Figure 1. Pin map (run 1).
Pins as bars across the die edge, other pins in gray.
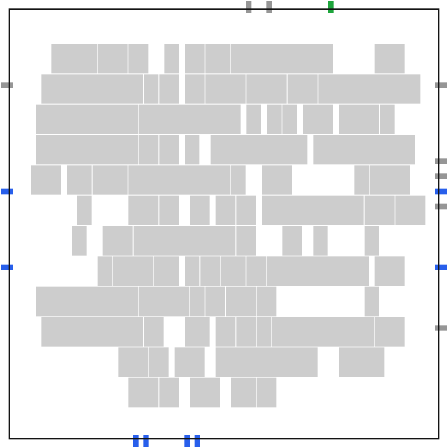
Figure 2. Clock network drawn from the DEF (run 1).
Scale bar: 10 µm.
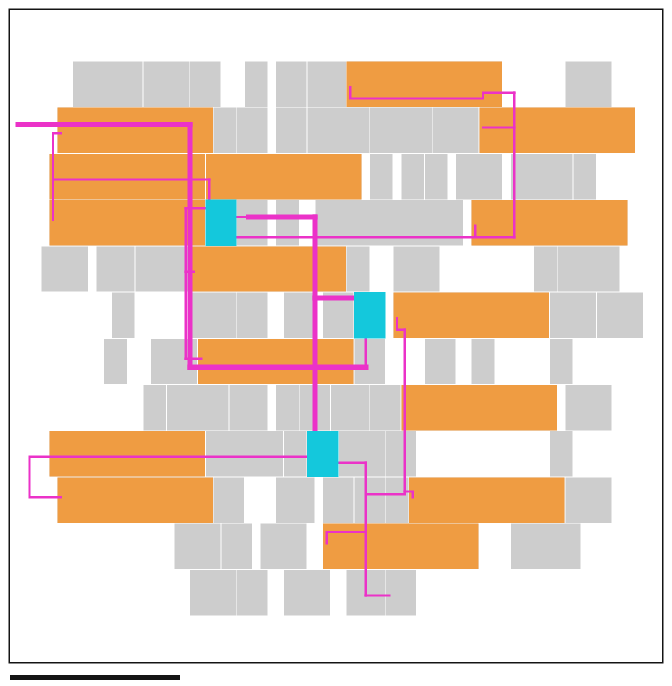
Figure 3. Metal layers overlaid (run 1).
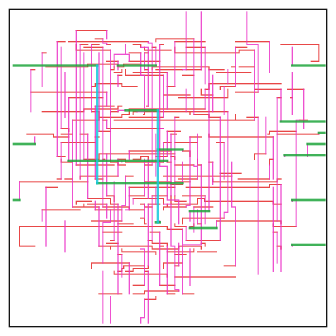
==> config.mk <==
export PLATFORM = sky130hd
export DESIGN_NAME = func_edge_monitor
export DESIGN_NICKNAME = d
export VERILOG_FILES = /design/src/rtl/func_pkg.sv /design/src/rtl/func_edge_monitor_seq_det.sv /design/src/rtl/func_edge_monitor.sv
export SDC_FILE = /design/constraint.sdc
export NUM_CORES = 1
export LEC_CHECK = 0
export CORE_UTILIZATION = 53
export CTS_BUF_LIST = sky130_fd_sc_hd__clkbuf_2
export DETAILED_ROUTE_END_ITERATION = 12
export PLACE_DENSITY = 0.92
export SKIP_CTS_REPAIR_TIMING = 1
export SLEW_MARGIN = 20
export SYNTH_ARGS = -nofsm -noshare
export SYNTH_HDL_FRONTEND = slang
export SYNTH_SLANG_ARGS = --single-unit
==> constraint.sdc <==
create_clock -name clk -period 2.6 [get_ports clk]
set_input_delay 0.26 -clock clk [delete_from_list [all_inputs] [get_ports clk]]
set_output_delay 0.26 -clock clk [all_outputs]
set_load 0.1 [all_outputs]
==> impl_metrics.ini, run 1 <==
; generated from flow reports
[critical_path]
required_ps = 2800
r2r_cells = 3
worstPathMaxFanout = 14
crit_type = in2reg
crit_slowest_cell = clkdlybuf4s50_1
max_stage_delay_ps = 600
worstSetupPathDepth = 4
worstPathArrival_ps = 1810

[run]
drv_cap = 0
warnings = 26

[global_route]
grt_use_total_pct = 24.4
antenna_found_initial = 0
grt_max_degree = 18

[outcome]
outcome = finished clean

[yosys]
syn-num-nets = 77
synthXorXnorAreaFrac_pct = 1.25
yosys_register_bits = 15
yosys_area_um2 = 701
top_area_share_pct = 53.6
logic_family = simple AND/OR/NAND/NOR gates
simple_gate_area_share_pct = 24.5

[clock_tree]
clockRootBuffer = clkbuf_2

[finish]
drive_above_1_share_pct = 21.6
syn2layout_area_growth_pct = 21.8
largest_reg_flops = 8

[timing]
fin_crit_ps = 1610
finalHoldViolCount = 0
final-setup-viol-count = 0
fin_crit_sh_pct = 61.7
final_max_slew_viol_count = 0

[power_and_ir_drop]
power.static_leakage_nw = 0.410
vdd_ir_drop_max_v = 0.000373
pwr-share-seq_pct = 61.7

[route]
drtAntennaViolNets = 0

[floorplanning]
chip_area_mm2 = 0.00147
## Picture notes: Figure 1
port	color	pins	direction	edge
edge_cnt	blue	8	output	4 south, 2 east, 2 west
match	green	1	output	north
all pins by edge	7 east, 4 south, 3 west, 3 north
die height: 38.4 µm
Horiz. Die Dim: 38.4 µm
I/O Buffers: 16

## Picture notes: Figure 2
[clock wires] magenta | length: 181 µm
[clock-net drivers] cyan | count: 3
[flip-flops] orange | count: 15
routed clock nets	4
Power Clock: 0.111 mW
Clock Skew: 16.0 ps
clk latency late pin: 290 ps
Clk pwr share: 28.5%

## Picture notes: Figure 3
layer	color	wire length
M1	red	615 µm
M3	green	77.5 µm
M2	magenta	733 µm
M4	cyan	27.9 µm
DRT Wirelength: 1450 µm
Avg WL per Cell: 14.2 µm

run 1: power by group through the flow:
stage               Clock, mW  Combinational (mW)  Sequential [mW]
finish                  0.111              0.0383            0.241
global route            0.123              0.0415            0.241
CTS                     0.112              0.0384            0.241
detailed placement          0              0.0384            0.245
global placement            0              0.0370            0.245
floorplan                   0              0.0168            0.253
run 1: per-stage QoR:
stage	area [µm²]	total power, mW
finish	853	0.390
global placement	833	0.282
CTS	853	0.391
global route	853	0.406
detailed placement	833	0.283
floorplan	701	0.270
run 1: area by class of cell:
cell class | count | area (µm²)
sequential | 15 | 375
inverter | 6 | 22.5
fill | 88 | 318
clock buffer | 3 | 15.0
multi-input combinational | 47 | 288
timing repair buffer | 16 | 130
tap | 14 | 17.5
clock inverter | 1 | 5.00
run 1: per-layer routing:
layer / track usage, % / wire length, µm / share of wire (%)
met5: 0 / 0 / 0
met4: 10.3 / 27 / 1.9
met3: 8.72 / 77 / 5.3
met2: 40.3 / 732 / 50
met1: 28.5 / 614 / 42
run 1: layout by cell type (no fill, tap or decap), drive strengths merged:
cell | synthesis | layout
a21oi | 7 | 7
buf | 1 | 12
clkbuf | 2 | 3
clkdlybuf4s50 | 0 | 4
clkinv | 0 | 1
dfrtp | 15 | 15
ha | 1 | 1
inv | 6 | 6
mux2 | 2 | 2
mux2i | 1 | 1
nand2 | 4 | 4
nand3 | 4 | 4
nand3b | 1 | 1
nand4 | 1 | 1
nand4b | 1 | 1
nor2 | 8 | 8
nor2b | 2 | 2
nor3 | 3 | 3
nor3b | 1 | 1
o21ai | 4 | 4
o31ai | 1 | 1
or3 | 3 | 3
or4 | 2 | 2
xor2 | 1 | 1
Figure 4. Placed standard cells (run 1).
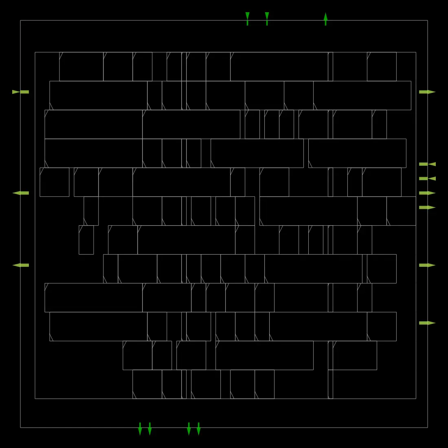

--- run 2 (diff from run 1) ---
Settings changed: CORE_UTILIZATION 53 to 45, PLACE_DENSITY 0.92 to 0.84.
Clock period 2.6 ns to 1.4 ns, I/O delays scaled along.
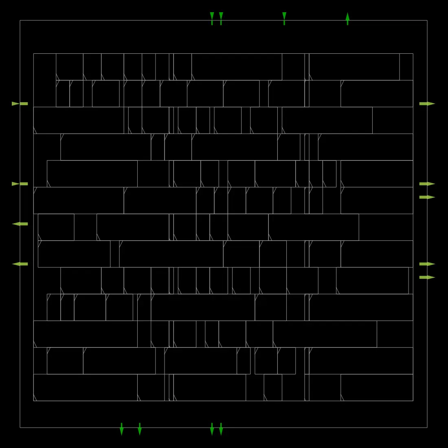
Figure 5: run 2, placed standard cells.
fraction of area in registers: 34.7%
# Taps: 15

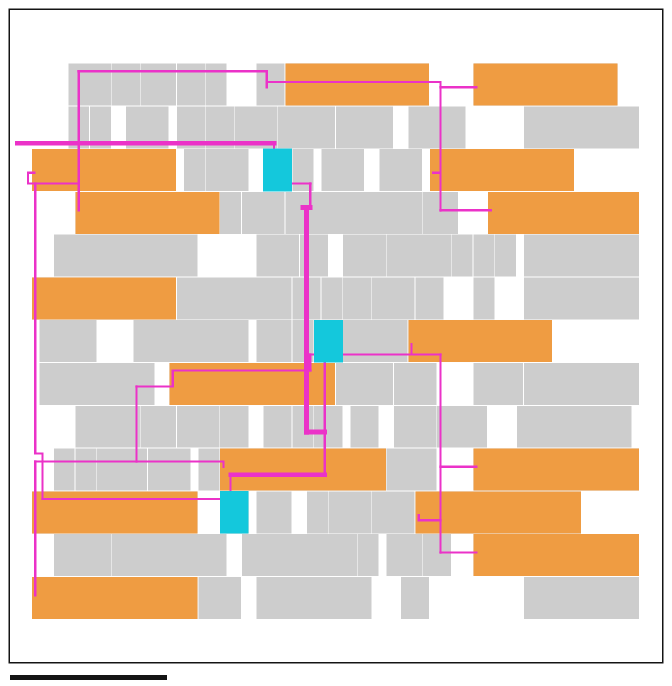
Figure 6: run 2, clock network drawn from the DEF.
Scale bar: 10 µm.
[clock-net drivers] cyan | count: 3
[flip-flops] orange | count: 15
[clock wires] magenta | length: 205 µm
routed clock nets	4
clk latency late pin: 300 ps
Power Clock: 0.226 mW

==> run 2 against run 1 <==
  * The flow now finishes with violations (negative setup slack)
  * Area after synthesis unchanged
  * Global-route usage down 2.8 points
  * Worst setup slack got worse by 1000 ps
  * Flip-flop count stayed put
  * Via count grew 11%
  * Combinational power rose to 2.8 times the previous value
  * Final area increased by 36%
  * Die size grew 17%
  * First-iteration DRC count shrank 19%
  * Critical endpoint is now edge_cnt[5]
  * Largest power group unchanged
==> impl_metrics.ini, run 2 <==
; generated from flow reports
[critical_path]
worstPathArrival_ps = 1640
max_stage_delay_ps = 460
worstPathMaxFanout = 3
crit_type = reg2reg
required_ps = 1600

[floorplanning]
fp.dieH_um = 41.5
die_w_um = 41.5

[yosys]
logic_family = simple AND/OR/NAND/NOR gates
yosys_area_um2 = 701
simple_gate_area_share_pct = 24.5
yosys_register_bits = 15
top_area_share_pct = 53.6

[route]
wl_per_cell_um = 16.0
drtAntennaViolNets = 0
routed_wirelength_um = 1860

[timing]
finalHoldViolCount = 0
fin_crit_ps = 1440
final_max_slew_viol_count = 0
setup_slack_ps = -36.0
fin_crit_sh_pct = 103
final-setup-viol-count = 1

[global_route]
first_global_vias = 655
grt_max_degree = 16
grt_use_total_pct = 21.6
antenna_found_initial = 0

[clock_tree]
clockRootBuffer = clkbuf_2
ctsLongestPathBuffers = 2

[power_and_ir_drop]
power.static_leakage_nw = 0.488
vdd_ir_drop_max_v = 0.000614

[outcome]
outcome = complete, but fails checks
violations = negative setup slack

[finish]
finish.instance_area_mm2 = 0.00116
final_cell_mix = buf_12, buf_4, nor2_1, dfrtp_1, dfrtp_4
drive_above_1_share_pct = 44.6
syn2layout_area_growth_pct = 65.9

[placed_design]
place_area_mm2 = 0.00109
port_buffers = 16
dp_worst_setup_slack_ps = -169

[min_path]
min_path_type = in2async

[run]
drv_cap = 0
-- run 2: area by class of cell --
type / count / area [µm²]
Clock buffer: 4 / 20.0
Fill cell: 72 / 204
Inverter: 6 / 22.5
Multi-Input combinational cell: 47 / 317
Sequential cell: 15 / 403
Tap cell: 15 / 18.8
Timing Repair Buffer: 29 / 382
-- run 2: metrics by stage --
stage          hold slack (ps)  TNS (ps)  cells
2_1_floorplan             41.6      -265     71
3_3_place_gp               451      -722    107
3_5_place_dp               486      -896    107
4_1_cts                    142     -16.8    111
5_1_grt                    146      -132    116
6_report                   132     -36.0    116
-- run 2: metal layers --
metal | routed length (µm) | global-route usage [%] | up-vias
li1 | - | - | 305
met1 | 729 | 26.7 | 304
met2 | 1010 | 35.6 | 31
met3 | 105 | 6.52 | 2
met4 | 14 | 7.74 | 0
met5 | 0 | 0 | -
-- run 2: worst max-delay path, delay by kind of cell, from the launching register on --
family | cells | cell delay (ps)
multiplexers | 1 | 370
flip-flops | 1 | 460
buffers and inverters | 1 | 140
AND/OR/NAND/NOR | 2 | 360
-- run 2: cells by family (layout without fill, tap and decap cells) --
group | count (synthesis) | after routing
fa+ha+maj | 1 | 1
flops | 15 | 15
xor+xnor | 1 | 1
compound gates | 12 | 12
mux | 3 | 3
simple gates | 30 | 30
buf+inv | 9 | 39
-- run 2: where the power goes --
part           switching [mW]  leakage [nW]  internal [mW]  total [mW]
sequential            0.00661         0.191          0.440       0.447
clock                   0.150        0.0166         0.0757       0.226
combinational          0.0587         0.280         0.0473       0.106
Power figures rest on the tool's default switching activity, not on a simulated workload.
